File: config.mk
export PLATFORM = sky130hd
export DESIGN_NAME = fp32_iterative_divider
export DESIGN_NICKNAME = d
export VERILOG_FILES = /design/src/rtl/fpu_pkg.sv /design/src/rtl/fp32_round.sv /design/src/rtl/fp32_iterative_divider.sv
export SDC_FILE = /design/constraint.sdc
export NUM_CORES = 1
export LEC_CHECK = 0
export CAP_MARGIN = 20
export CORE_AREA = 8 8 152 154
export CTS_BUF_LIST = sky130_fd_sc_hd__clkbuf_8
export DETAILED_ROUTE_END_ITERATION = 10
export DIE_AREA = 0 0 160 162
export GPL_ROUTABILITY_DRIVEN = 0
export PLACE_DENSITY = 0.66
export SYNTH_ARGS = -nofsm -noshare
export SYNTH_HDL_FRONTEND = slang
export SYNTH_SLANG_ARGS = --single-unit
File: constraint.sdc
create_clock -name clk -period 5.32 [get_ports clk]
set_input_delay 1.064 -clock clk [delete_from_list [all_inputs] [get_ports clk]]
set_output_delay 1.064 -clock clk [all_outputs]
set_load 0.1 [all_outputs]
File: src/rtl/fpu_pkg.sv
// Shared FPU definitions: rounding-mode encodings, special constants,
// operand classification and the iterative divider state type.
package fpu_pkg;

  localparam logic [1:0]  RM_RTZ   = 2'b11;
  localparam logic [1:0]  RM_RNE   = 2'b10;
  localparam logic [1:0]  RM_PINF  = 2'b00;
  localparam logic [1:0]  RM_NINF  = 2'b01;

  localparam logic [31:0] QNAN     = 32'h7FC00000;
  localparam int          EXP_BIAS = 127;
  localparam logic [7:0]  EXP_MAX  = 8'hFF;

  typedef enum logic [1:0] {
    ST_IDLE,
    ST_DIVIDE,
    ST_ROUND,
    ST_DONE
  } div_state_t;

  typedef enum logic [1:0] {
    FP_ZERO,
    FP_NORMAL,
    FP_INF,
    FP_NAN
  } fp_class_t;

  // Denormals (E=0) are flushed to zero.
  function automatic fp_class_t fp_classify(input logic [31:0] x);
    if (x[30:23] == 8'h00)         return FP_ZERO;
    else if (x[30:23] != EXP_MAX)  return FP_NORMAL;
    else if (x[22:0] == 23'h0)     return FP_INF;
    else                           return FP_NAN;
  endfunction

endpackage

File: src/rtl/fp32_round.sv
// Rounds a normalised 24-bit mantissa with guard/sticky and packs the final
// single-precision result, saturating on exponent overflow or underflow.
module fp32_round
  import fpu_pkg::*;
(
  input  logic              sign,
  input  logic [23:0]       mant,
  input  logic              guard,
  input  logic              sticky,
  input  logic signed [9:0] exponent,
  input  logic [1:0]        round_mode,
  output logic [31:0]       result,
  output logic              overflow
);

  logic              incr;
  logic              to_zero;
  logic [24:0]       sum;
  logic [23:0]       mant_r;
  logic signed [9:0] exp_r;

  always_comb begin
    incr     = 1'b0;
    to_zero  = 1'b0;
    overflow = 1'b0;
    result   = '0;

    case (round_mode)
      RM_RNE:  incr = guard & (sticky | mant[0]);
      RM_PINF: incr = ~sign & (guard | sticky);
      RM_NINF: incr = sign & (guard | sticky);
      default: incr = 1'b0;
    endcase

    sum = {1'b0, mant} + {24'h0, incr};
    if (sum[24]) begin
      mant_r = 24'h800000;
      exp_r  = exponent + 10'sd1;
    end else begin
      mant_r = sum[23:0];
      exp_r  = exponent;
    end

    // Modes that round toward zero for this sign saturate to max finite.
    to_zero = (round_mode == RM_RTZ) ||
              (round_mode == RM_PINF && sign) ||
              (round_mode == RM_NINF && !sign);

    if (exp_r >= 10'sd255) begin
      overflow = 1'b1;
      result   = to_zero ? {sign, 8'hFE, 23'h7FFFFF} : {sign, EXP_MAX, 23'h0};
    end else if (exp_r <= 10'sd0) begin
      result   = {sign, 31'h0};
    end else begin
      result   = {sign, exp_r[7:0], mant_r[22:0]};
    end
  end

endmodule

File: src/rtl/fp32_iterative_divider.sv
// Sequential IEEE-754 single-precision divider (restoring radix-2).
// Define FP32_DIV_ABORT_EN to add the abort input.
module fp32_iterative_divider
  import fpu_pkg::*;
#(
  parameter int unsigned ITER_PER_CYCLE = 1
) (
  input  logic        clk,
  input  logic        reset,
  input  logic        start,
`ifdef FP32_DIV_ABORT_EN
  input  logic        abort,
`endif
  input  logic [31:0] A,
  input  logic [31:0] B,
  input  logic [1:0]  round_mode,
  output logic        busy,
  output logic        done,
  output logic        errorDiv,
  output logic        overflowDiv,
  output logic [31:0] resultDiv
);

  localparam int unsigned DIV_CYCLES = 27 / ITER_PER_CYCLE;

  div_state_t        state_q, state_d;
  logic              sign_q, sign_d;
  logic [1:0]        rm_q, rm_d;
  logic [23:0]       m2_q, m2_d;
  logic [25:0]       rem_q, rem_d;
  logic [26:0]       quot_q, quot_d;
  logic signed [9:0] exp_q, exp_d;
  logic [4:0]        cnt_q, cnt_d;
  logic [31:0]       result_q, result_d;
  logic              err_q, err_d;
  logic              ovf_q, ovf_d;

  fp_class_t         cls_a, cls_b;
  logic              sign_in;
  logic              abort_req;
  logic [25:0]       div_rem;
  logic [26:0]       div_quot;
  logic              qbit;
  logic [23:0]       rnd_mant;
  logic              rnd_guard, rnd_sticky;
  logic signed [9:0] rnd_exp;
  logic [31:0]       rnd_result;
  logic              rnd_ovf;

`ifdef FP32_DIV_ABORT_EN
  assign abort_req = abort;
`else
  assign abort_req = 1'b0;
`endif

  assign cls_a   = fp_classify(A);
  assign cls_b   = fp_classify(B);
  assign sign_in = A[31] ^ B[31];

  // Partial remainder is kept pre-shifted for the next bit, so the final
  // value is twice the true remainder; only its zero-ness is used.
  always_comb begin
    div_rem  = rem_q;
    div_quot = quot_q;
    qbit     = 1'b0;
    for (int unsigned i = 0; i < ITER_PER_CYCLE; i++) begin
      qbit     = (div_rem >= {2'b00, m2_q});
      if (qbit) div_rem = div_rem - {2'b00, m2_q};
      div_rem  = div_rem << 1;
      div_quot = {div_quot[25:0], qbit};
    end
  end

  always_comb begin
    if (quot_q[26]) begin
      rnd_mant   = quot_q[26:3];
      rnd_guard  = quot_q[2];
      rnd_sticky = (|quot_q[1:0]) | (rem_q != '0);
      rnd_exp    = exp_q;
    end else begin
      rnd_mant   = quot_q[25:2];
      rnd_guard  = quot_q[1];
      rnd_sticky = quot_q[0] | (rem_q != '0);
      rnd_exp    = exp_q - 10'sd1;
    end
  end

  fp32_round u_round (
    .sign       (sign_q),
    .mant       (rnd_mant),
    .guard      (rnd_guard),
    .sticky     (rnd_sticky),
    .exponent   (rnd_exp),
    .round_mode (rm_q),
    .result     (rnd_result),
    .overflow   (rnd_ovf)
  );

  always_comb begin
    state_d  = state_q;
    sign_d   = sign_q;
    rm_d     = rm_q;
    m2_d     = m2_q;
    rem_d    = rem_q;
    quot_d   = quot_q;
    exp_d    = exp_q;
    cnt_d    = cnt_q;
    result_d = result_q;
    err_d    = err_q;
    ovf_d    = ovf_q;

    case (state_q)
      ST_IDLE: begin
        if (start) begin
          sign_d  = sign_in;
          rm_d    = round_mode;
          m2_d    = {1'b1, B[22:0]};
          rem_d   = {2'b01, A[22:0]};
          quot_d  = '0;
          exp_d   = $signed({2'b00, A[30:23]}) - $signed({2'b00, B[30:23]})
                    + 10'(EXP_BIAS);
          cnt_d   = 5'(DIV_CYCLES - 1);
          state_d = ST_DONE;
          ovf_d   = 1'b0;
          err_d   = 1'b0;
          if (cls_a == FP_NAN || cls_b == FP_NAN) begin
            result_d = QNAN;
            err_d    = 1'b1;
          end else if (cls_a == FP_INF) begin
            result_d = (cls_b == FP_INF) ? QNAN : {sign_in, EXP_MAX, 23'h0};
            err_d    = (cls_b == FP_INF);
          end else if (cls_b == FP_INF) begin
            result_d = {sign_in, 31'h0};
          end else if (cls_a == FP_ZERO) begin
            result_d = (cls_b == FP_ZERO) ? QNAN : {sign_in, 31'h0};
            err_d    = (cls_b == FP_ZERO);
          end else if (cls_b == FP_ZERO) begin
            result_d = {sign_in, EXP_MAX, 23'h0};
            err_d    = 1'b1;
          end else begin
            state_d  = ST_DIVIDE;
          end
        end
      end
      ST_DIVIDE: begin
        rem_d  = div_rem;
        quot_d = div_quot;
        cnt_d  = cnt_q - 5'd1;
        if (cnt_q == '0) state_d = ST_ROUND;
      end
      ST_ROUND: begin
        result_d = rnd_result;
        ovf_d    = rnd_ovf;
        err_d    = rnd_ovf;
        state_d  = ST_DONE;
      end
      default: state_d = ST_IDLE;
    endcase

    // Abort discards the operation before any result/flag update commits.
    if (abort_req && (state_q == ST_DIVIDE || state_q == ST_ROUND)) begin
      state_d  = ST_IDLE;
      result_d = result_q;
      err_d    = err_q;
      ovf_d    = ovf_q;
    end
  end

  always_ff @(posedge clk) begin
    if (reset) begin
      state_q  <= ST_IDLE;
      sign_q   <= 1'b0;
      rm_q     <= '0;
      m2_q     <= '0;
      rem_q    <= '0;
      quot_q   <= '0;
      exp_q    <= '0;
      cnt_q    <= '0;
      result_q <= '0;
      err_q    <= 1'b0;
      ovf_q    <= 1'b0;
    end else begin
      state_q  <= state_d;
      sign_q   <= sign_d;
      rm_q     <= rm_d;
      m2_q     <= m2_d;
      rem_q    <= rem_d;
      quot_q   <= quot_d;
      exp_q    <= exp_d;
      cnt_q    <= cnt_d;
      result_q <= result_d;
      err_q    <= err_d;
      ovf_q    <= ovf_d;
    end
  end

  assign busy        = (state_q == ST_DIVIDE) || (state_q == ST_ROUND);
  assign done        = (state_q == ST_DONE);
  assign resultDiv   = result_q;
  assign errorDiv    = err_q;
  assign overflowDiv = ovf_q;

endmodule

==> flow_summary.ini, run 1 <==
; generated from flow reports
[sta]
clock.fmax_ghz = 0.215
post-route-period-util_pct = 87.6
finalWorstSetupSlack_ns = 0.661
final_hold_viol_count = 0
rsz0062_at_grt = false
slew_headroom_pct = 31.9
finalSetupTns_ns = 0
tightest_slew_ns = 1.02
finClkSkew_ns = 0.0126
post-route-min-period_ns = 4.66
slew_violations = 0
setup_viol = 0
hold_ws_ns = 0.449

[floorplanning]
taps = 275
die-height_um = 162
fp-utilization_pct = 44.3
coreArea_um2 = 20700
die_area_um2 = 25900
ios = 105
rows = 53
die-width_um = 160

[finish]
drive_gt1_share_pct = 6.75
comb_area_share_pct = 55.5
instances_no_fill = 1535
final_cell_area_um2 = 10800
bufAreaShareNonClock_pct = 10.6
syn_to_final_growth_pct = 17.7
multiInputGateArea_um2 = 5990
largest_class = combinational gates
multi_input_comb_cells = 917
layout.area.seq_um2 = 2620
fin_util_pct = 52.2
n_clock_buffer = 20
inv_count = 62
nNetsFinal = 1362
buffers = 118
clk_share_pct = 4.21
flop-count = 131
n_fill_cell = 2025
diodes = 0
seq_area_share_pct = 24.3

[yosys]
flop_cell = dfxtp_1
logic_family = AND-OR/OR-AND gates
syn-cell-area_um2 = 9170
synthAoiAreaFrac_pct = 26.2
synth_area_per_cell_um2 = 7.71
edf_count = 0
synthAdderAreaFrac_pct = 6.44
fp_nets = 1305
ys_cells = 1190
netlist-cell-type-count = 76
xor_area_share_pct = 5.53
ys_ff = 131
synthSimpleGateAreaFrac_pct = 23.2
yosysWarnings = 0
ys_area_um2 = 9170
postSynthSeqShare_pct = 28.6
postSynth.asyncResetShare_pct = 0
synthMuxAreaShare_pct = 3.70
syn_inst = 1190

[setup_path]
cp.arrival_ns = 4.96
crit_slowest_cell = a211o_1
start_kind = flop
crit_path_cell_trace = a211oi_1 > nand4_1 > nor3_1 > nor3b_1 > nor2_1 > o21ai_0 > ha_1 > ha_1 > nand2_1 > a2111oi_4 > and4_1 > and2_1 > mux2_2 > xor2_2 > nor3b_4 > a211o_1 > o21ai_0
worst-path-max-fanout = 23
criticalPathCategory = reg -> reg
crit_required_ns = 5.62
path_delay_family = simple AND/OR/NAND/NOR gates
crit_path_end_kind = flop
path_buffers = 0
max_stage_delay_ns = 0.60

[detailed_routing]
dr.first_iter.drc_count = 867
top_layer_used = met4
drtAntennaViolNets = 0
dr_wl_met2_um = 12000
wl_met3_um = 1780
wire_per_inst_um = 17.4
via_count = 8985
drc = 0
wl_met1_um = 12400
via_per_inst = 5.85
firstDrtPassIters = 6
wl_um = 26700

[global_route]
overflow = 0
track_usage_pct = 20.3
grt_use_met2_pct = 32.2
antenna_found_initial = 0
grt_pass1_wl_um = 43800
first_global_vias = 8494
grt_max_degree = 75
top_usage_layer = met2
use_met3_pct = 4.40
grtUsageMet1_pct = 27.3

[cts]
clkTransAtPathRegs_ns = 0.07
clock_latency_ns = 0.45
clockBufferDepth = 2
cts_made_buffers = 17
postCtsHoldBufs = 0
cts.sinks = 131
cts_root_buf = clkbuf_8
post_cts_buffers = 0
cts_max_level = 4
ctsResizeCount = 0
cts_tree = built

[job]
cap_violations = 0
warnings = 30

[power]
power_mw = 6.38
pg_clk_uw = 960
pwr-share-clk_pct = 15.1
power.density_nw_per_um2 = 591
pg_comb_mw = 4.04
irDropWorstVdd_mv = 0.295
maxPowerGroup = combinational logic
p_seq_share_pct = 21.6
switching_power_mw = 3.05
swShare_pct = 47.8
combPwrFrac_pct = 63.4
powerSeq_mw = 1.38
power.leakage_nw = 3.80
internal_power_mw = 3.33

[placement]
dp_hpwl_um = 20200
dp.cells = 1503
io_buffer_count = 104
dpl_cell_area_um2 = 10300
dp_worst_setup_slack_ns = 0.702

[outcome]
status = complete, no violations

[worst_hold_path]
hold_path_class = reg -> reg
-- run 1: layout by cell type (no fill, tap or decap), drive strengths merged, types with 23 or more instances in the layout --
| cell type | count |
|---|---|
| nor4 | 26 |
| xnor2 | 42 |
| nand2 | 146 |
| ha | 44 |
| nor3 | 27 |
| nand3 | 23 |
| a22oi | 34 |
| nor2 | 100 |
| a21oi | 83 |
| o21ai | 67 |
| inv | 62 |
| mux2i | 26 |
| a211oi | 24 |
| clkdlybuf4s50 | 103 |
| dfxtp | 131 |
-- run 1: synth_stat cells, types with 19 or more instances --
library cell	n	area share, %
nor3_1	26	1.4
nor2_1	100	4.1
dfxtp_1	131	29
o21ai_1	19	1.0
nand2_1	146	6.0
nand3_1	23	1.3
a22oi_1	34	2.8
mux2i_1	26	2.8
inv_1	62	2.5
xnor2_1	42	4.0
nor4_1	25	1.7
ha_1	44	6.0
o21ai_0	48	2.6
clkbuf_1	58	2.4
nand4_1	21	1.4
a21oi_1	83	4.5
a211oi_1	24	2.0
-- run 1: path summary, 6_finish.rpt --
kind	start	endpoint	slack, ns	depth (start not counted)
hold reg to reg	resultDiv[19]	resultDiv[19]	0.45	2
setup / recovery	quot_q[26]	resultDiv[1]	0.66	17
hold / removal	resultDiv[19]	resultDiv[19]	0.45	2
setup reg to reg	quot_q[26]	resultDiv[1]	0.66	17
-- run 1: sequential cells by signal (all words and copies together), names as in the netlist --
| register | flops |
|---|---|
| state_q | 2 |
| resultDiv | 32 |
| sign_q | 1 |
| quot_q | 27 |
| cnt_q | 5 |
| rm_q | 2 |
| overflowDiv | 1 |
| m2_q | 24 |
| rem_q | 26 |
| errorDiv | 1 |
| exp_q | 10 |
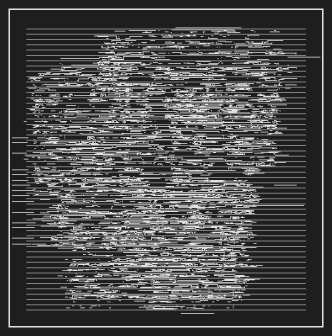
run_1/m1.png
Supply wires on this layer in gray.
- main direction: horizontal
- longest straight run: 63.5 um
- nets with wire on the layer: 1274
- share of all routed wire: 46%
- wire length on this layer: 12400 um

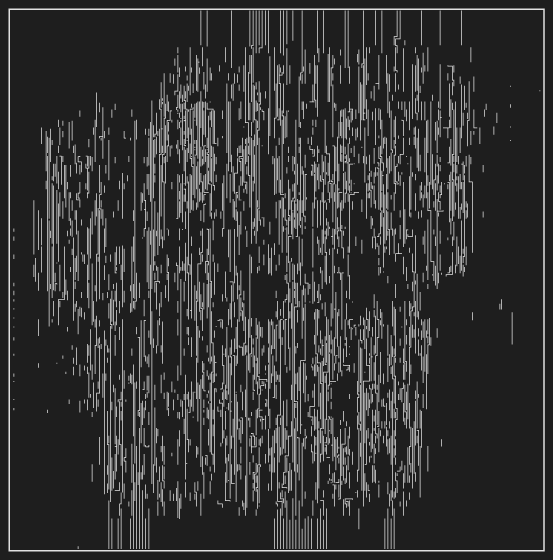
run_1/m2.png
- wire length on this layer: 12000 um
- longest straight run: 56.4 um
- nets with wire on the layer: 1128
- share of all routed wire: 45%
- main direction: vertical

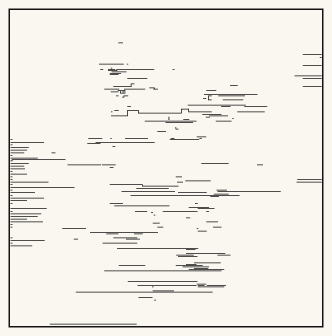
run_1/m3.png
- share of all routed wire: 6.7%
- nets with wire on the layer: 137
- main direction: horizontal
- longest straight run: 69.9 um
- wire length on this layer: 1780 um

run_1/m4.png
Bar = 50 um. Supply wires on this layer in gray. Cells faint in the background.
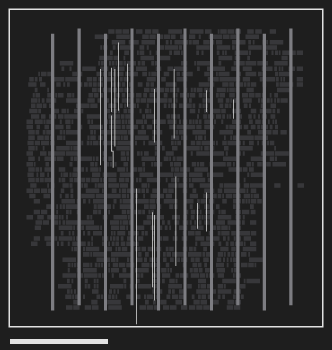

--- run 2 (diff from run 1) ---
--- a/config.mk
+++ b/config.mk
@@ -12,6 +12,7 @@
 export DIE_AREA = 0 0 160 162
 export GPL_ROUTABILITY_DRIVEN = 0
 export PLACE_DENSITY = 0.66
+export RECOVER_POWER = 25
 export SYNTH_ARGS = -nofsm -noshare
 export SYNTH_HDL_FRONTEND = slang
 export SYNTH_SLANG_ARGS = --single-unit
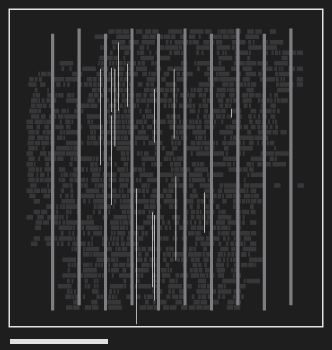
run_2/m4.png
Bar = 50 um. Supply wires on this layer in gray. Cells faint in the background.
- nets with wire on the layer: 12
- wire length on this layer: 494 um
- longest straight run: 69.4 um

==> run 2 against run 1 <==
Net effect: the flow now finishes with violations (capacitance limit, slew limit); global-route usage unchanged; first-iteration DRC count increased by 0.12%; critical endpoint unchanged; register-to-register slack barely moved.
==> flow_summary.ini, run 2 <==
; generated from flow reports
[yosys]
synthSimpleGateAreaFrac_pct = 23.2
ys_area_um2 = 9170
edf_count = 0
synthAoiAreaFrac_pct = 26.2
area_leaders = dfxtp_1, ha_1, nand2_1
syn-cell-area_um2 = 9170
logic_family = AND-OR/OR-AND gates
syn_inst = 1190
postSynth.asyncResetShare_pct = 0
ys_ff = 131
ys_cells = 1190
synth_top_area_share_pct = 28.6
xor_area_share_pct = 5.53
top_cell = nand2_1
postSynthSeqShare_pct = 28.6
synth_area_per_cell_um2 = 7.71
netlist-cell-type-count = 76
yosysTopAreaCell = dfxtp_1
flop_cell = dfxtp_1
yosys-top-cells-count = nand2_1, dfxtp_1, nor2_1
yosysWarnings = 0
fp_nets = 1305
synthAdderAreaFrac_pct = 6.44
synthMuxAreaShare_pct = 3.70

[detailed_routing]
dr_wl_met2_um = 12000
top_layer_used = met4
wl_um = 26600
via_per_inst = 5.85
wire_per_inst_um = 17.3
dr.first_iter.drc_count = 868
drc = 0
wl_met3_um = 1540
drtAntennaViolNets = 0
via_count = 8987
firstDrtPassIters = 6
wl_met1_um = 12600

[global_route]
grtUsageMet1_pct = 27.3
use_met3_pct = 4.40
overflow = 0
top_usage_layer = met2
grt_pass1_wl_um = 43800
grt_max_degree = 75
track_usage_pct = 20.3
grt_use_met2_pct = 32.2
antenna_found_initial = 0
first_global_vias = 8494

[sta]
post-route-min-period_ns = 4.66
slew_violations = 100
clock.fmax_ghz = 0.214
finalSetupTns_ns = 0
rsz0062_at_grt = false
setup_viol = 0
tightest_slew_ns = 1.67
slew_headroom_pct = -11.5
finClkSkew_ns = 0.0123
finalWorstSetupSlack_ns = 0.658
final_hold_viol_count = 0
post-route-period-util_pct = 87.6
hold_ws_ns = 0.449

[setup_path]
cp.arrival_ns = 4.96
path_buffers = 0
r2r_slack_ns = 0.66
crit_path_end_kind = flop
crit_slowest_cell = a211o_1
worstSetupStartpoint = quot_q[26]
max_stage_delay_ns = 0.60
reg2regPathDepth = 17
r2r-end = resultDiv[1]
crit_path_cell_trace = a211oi_1 > nand4_1 > nor3_1 > nor3b_1 > nor2_1 > o21ai_0 > ha_1 > ha_1 > nand2_1 > a2111oi_4 > and4_1 > and2_1 > mux2_2 > xor2_2 > nor3b_4 > a211o_1 > o21ai_0
start_kind = flop
criticalPathCategory = reg -> reg
worst-path-max-fanout = 23
crit_required_ns = 5.62
path_delay_family = simple AND/OR/NAND/NOR gates
r2r-start = quot_q[26]
endpoint = resultDiv[1]
worst-path-stages = 17

[placement]
dp_hpwl_um = 20200
io_buffer_count = 104
dpl_cell_area_um2 = 10300
dp.cells = 1503
dp_worst_setup_slack_ns = 0.702

[outcome]
violations = capacitance limit, slew limit
status = finished, violations left

[cts]
cts_root_buf = clkbuf_8
post_cts_buffers = 0
clockBufferDepth = 2
cts_tree = built
clkTransAtPathRegs_ns = 0.07
postCtsHoldBufs = 0
cts_max_level = 4
clock_latency_ns = 0.45
cts_made_buffers = 17
cts.sinks = 131
ctsResizeCount = 0

[finish]
multiInputGateArea_um2 = 5980
final_cell_area_um2 = 10800
nNetsFinal = 1362
lay_top_count = nand2_1
fin_util_pct = 52.0
syn_to_final_growth_pct = 17.4
largest_reg_flops = 32
n_fill_cell = 2033
instances_no_fill = 1535
layout.area.seq_um2 = 2620
diodes = 0
drive_gt1_share_pct = 6.43
final_cell_mix = nand2_1, dfxtp_1, clkdlybuf4s50_1, nor2_1, a21oi_1

[floorplanning]
coreArea_um2 = 20700
ios = 105
die-height_um = 162
die-width_um = 160
rows = 53
fp-utilization_pct = 44.3
die_area_um2 = 25900

[power]
power_mw = 6.36
power.leakage_nw = 3.79
irDropWorstVdd_mv = 0.304
power.density_nw_per_um2 = 591

[worst_hold_path]
hold_path_class = reg -> reg

[job]
cap_violations = 3
warnings = 30
==> run 2: final cells by class <==
type / instances / share of cell area (%)
clock buffers: 20 / 2.56
clock inverters: 12 / 1.66
inverters: 62 / 2.16
multi-input cells: 917 / 55.5
flip-flops and latches: 131 / 24.4
well taps: 275 / 3.20
repair buffers: 118 / 10.5
==> run 2: cell families (layout without fill, tap and decap cells) <==
logic type / Yosys count / after routing
AND-OR/OR-AND: 346 / 346
XOR/XNOR: 57 / 57
adder cells (fa/ha/maj): 46 / 46
buffers and inverters: 142 / 212
flip-flops: 131 / 131
multiplexers: 33 / 33
AND/OR/NAND/NOR: 435 / 435
==> run 2: power by group <==
| part | leakage (nW) | internal, mW | switching [mW] |
|---|---|---|---|
| logic | 2.50 | 1.59 | 2.43 |
| registers | 1.07 | 1.17 | 0.204 |
| clock network | 0.221 | 0.549 | 0.411 |
==> run 2: how the worst min path moves through the flow <==
| stage | from | endpoint | slack (ns) | depth (start not counted) |
|---|---|---|---|---|
| after floorplan | m2_q[10] | m2_q[10] | 0.44 | 2 |
| after global placement | resultDiv[11] | resultDiv[11] | 0.44 | 2 |
| after detailed placement | resultDiv[12] | resultDiv[12] | 0.44 | 2 |
| after global routing | m2_q[17] | m2_q[17] | 0.48 | 2 |
| after CTS | resultDiv[20] | resultDiv[20] | 0.45 | 2 |
| final | resultDiv[19] | resultDiv[19] | 0.45 | 2 |
==> run 2: worst register-to-register path: stages (launching register included) <==
cell       delay [ns]
dfxtp_2          0.58
a211oi_1         0.14
nand4_1          0.12
nor3_1           0.06
nor3b_1          0.17
nor2_1           0.05
o21ai_0          0.16
ha_1             0.21
ha_1             0.20
nand2_1          0.11
a2111oi_4        0.38
and4_1           0.53
and2_1           0.24
mux2_2           0.37
xor2_2           0.17
nor3b_4          0.23
a211o_1          0.60
o21ai_0          0.20
--- run 3 (diff from run 2) ---
--- a/config.mk
+++ b/config.mk
@@ -5,7 +5,7 @@
 export SDC_FILE = /design/constraint.sdc
 export NUM_CORES = 1
 export LEC_CHECK = 0
-export CAP_MARGIN = 20
+export CAP_MARGIN = 5
 export CORE_AREA = 8 8 152 154
 export CTS_BUF_LIST = sky130_fd_sc_hd__clkbuf_8
 export DETAILED_ROUTE_END_ITERATION = 10
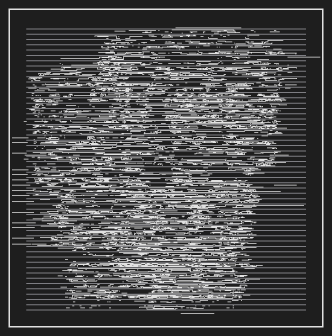
run_3/m1.png
Supply wires on this layer in gray.
- nets with wire on the layer: 1277
- share of all routed wire: 47%
- main direction: horizontal
- wire length on this layer: 12600 um

==> run 3 against run 2 <==
Net effect: the flow still finishes with violations (capacitance limit, slew limit); critical endpoint unchanged; global-route usage is the same; total power unchanged; sequential cell count stayed put; register-to-register slack barely moved; die size unchanged; synthesized cell count unchanged; via count is the same; synthesized area is the same; sequential power is essentially flat; sequential share of layout area is the same; critical path depth stayed put.
==> flow_summary.ini, run 3 <==
; generated from flow reports
[global_route]
antenna_found_initial = 0
overflow = 0
grt_pass1_wl_um = 43800
first_global_vias = 8494
track_usage_pct = 20.3
grt_max_degree = 75

[sta]
tightest_slew_ns = 1.67
post-route-period-util_pct = 87.6
finClkSkew_ns = 0.0123
hold_ws_ns = 0.449
setup_viol = 0
final_hold_viol_count = 0
rsz0062_at_grt = false
slew_headroom_pct = -11.5
finalWorstSetupSlack_ns = 0.658
post-route-min-period_ns = 4.66
slew_violations = 100
finalSetupTns_ns = 0
clock.fmax_ghz = 0.214

[finish]
multiInputGateArea_um2 = 5980
final_cell_area_um2 = 10800
syn_to_final_growth_pct = 17.4
instances_no_fill = 1535
lay_top_count = nand2_1
largest_reg_flops = 32
n_fill_cell = 2033
drive_gt1_share_pct = 6.43
nNetsFinal = 1362
final_cell_mix = nand2_1, dfxtp_1, clkdlybuf4s50_1, nor2_1, a21oi_1
layout.area.seq_um2 = 2620
fin_util_pct = 52.0
diodes = 0

[yosys]
yosys-top-cells-count = nand2_1, dfxtp_1, nor2_1
fp_nets = 1305
flop_cell = dfxtp_1
synth_top_area_share_pct = 28.6
netlist-cell-type-count = 76
syn-cell-area_um2 = 9170
ys_ff = 131
postSynthSeqShare_pct = 28.6
top_cell = nand2_1
syn_inst = 1190
postSynth.asyncResetShare_pct = 0
synth_area_per_cell_um2 = 7.71
ys_cells = 1190
yosysWarnings = 0
edf_count = 0
yosysTopAreaCell = dfxtp_1
ys_area_um2 = 9170
area_leaders = dfxtp_1, ha_1, nand2_1

[setup_path]
criticalPathCategory = reg -> reg
crit_path_end_kind = flop
start_kind = flop
cp.arrival_ns = 4.96
crit_path_cell_trace = a211oi_1 > nand4_1 > nor3_1 > nor3b_1 > nor2_1 > o21ai_0 > ha_1 > ha_1 > nand2_1 > a2111oi_4 > and4_1 > and2_1 > mux2_2 > xor2_2 > nor3b_4 > a211o_1 > o21ai_0
crit_required_ns = 5.62
crit_slowest_cell = a211o_1
max_stage_delay_ns = 0.60
worst-path-max-fanout = 23

[detailed_routing]
drc = 0
drtAntennaViolNets = 0
wire_per_inst_um = 17.3
via_per_inst = 5.85
firstDrtPassIters = 6
via_count = 8987
wl_met1_um = 12600
dr_wl_met2_um = 12000
top_layer_used = met4
wl_um = 26600
dr.first_iter.drc_count = 868
wl_met3_um = 1540

[power]
power_mw = 6.36
irDropWorstVdd_mv = 0.304
power.density_nw_per_um2 = 591
power.leakage_nw = 3.79

[job]
cap_violations = 3
warnings = 30

[floorplanning]
coreArea_um2 = 20700
die_area_um2 = 25900
ios = 105
rows = 53
fp-utilization_pct = 44.3
die-height_um = 162
die-width_um = 160

[cts]
postCtsHoldBufs = 0
clockBufferDepth = 2
ctsResizeCount = 0
cts_made_buffers = 17
cts_max_level = 4
clkTransAtPathRegs_ns = 0.07
cts_root_buf = clkbuf_8
clock_latency_ns = 0.45
post_cts_buffers = 0
cts.sinks = 131
cts_tree = built

[placement]
io_buffer_count = 104
dp.cells = 1503
dp_worst_setup_slack_ns = 0.702
dpl_cell_area_um2 = 10300
dp_hpwl_um = 20200

[outcome]
status = finished, violations left
violations = capacitance limit, slew limit

[worst_hold_path]
hold_path_class = reg -> reg
==> run 3: cell counts after synthesis <==
Identical to the previous run, type by type.
==> run 3: per-layer routing <==
layer | GRT usage [%] | vias up
met1 | 27.3 | 4229
met2 | 32.2 | 250
met5 | 0 | -
met4 | 6.12 | 0
li1 | - | 4475
met3 | 4.40 | 33
==> run 3: cell families (layout without fill, tap and decap cells) <==
kind of cell               Yosys count  count (layout)  share of synthesized area, %
muxes                               33              33                          3.70
buffers and inverters              142             212                          6.30
and+or+nand+nor                    435             435                          23.2
adders and majority gates           46              46                          6.44
DFF                                131             131                          28.6
xor gates and xnor gates            57              57                          5.53
AOI/OAI and AO/OA                  346             346                          26.2
==> run 3: layout make-up <==
cell class,instances,share of cell area [%]
Timing Repair Buffer,118,10.5
Tap cell,275,3.20
Clock buffer,20,2.56
Multi-Input combinational cell,917,55.5
Sequential cell,131,24.4
Clock inverter,12,1.66
Inverter,62,2.16
==> run 3: path summary, 6_finish.rpt <==
| path | slack (ns) | depth (start not counted) | to | start |
|---|---|---|---|---|
| worst max-delay path | 0.66 | 17 | resultDiv[1] | quot_q[26] |
| worst min-delay path | 0.45 | 2 | resultDiv[19] | resultDiv[19] |
| worst max register to register | 0.66 | 17 | resultDiv[1] | quot_q[26] |
| worst min register to register | 0.45 | 2 | resultDiv[19] | resultDiv[19] |
==> run 3: where the power goes <==
group | internal (mW) | total, mW | switching (mW)
Sequential | 1.17 | 1.38 | 0.204
Clock | 0.549 | 0.960 | 0.411
Combinational | 1.59 | 4.02 | 2.43
Total | 3.32 | 6.36 | 3.04
==> run 3: worst max-delay path: cells and delay by family (launching register included) <==
family,cells,cell delay [ns]
fa+ha+maj,2,0.41
xor+xnor,1,0.17
mux,1,0.37
compound gates,5,1.47
flops,1,0.58
simple gates,8,1.51
Power is estimated from default activity; no workload was simulated.
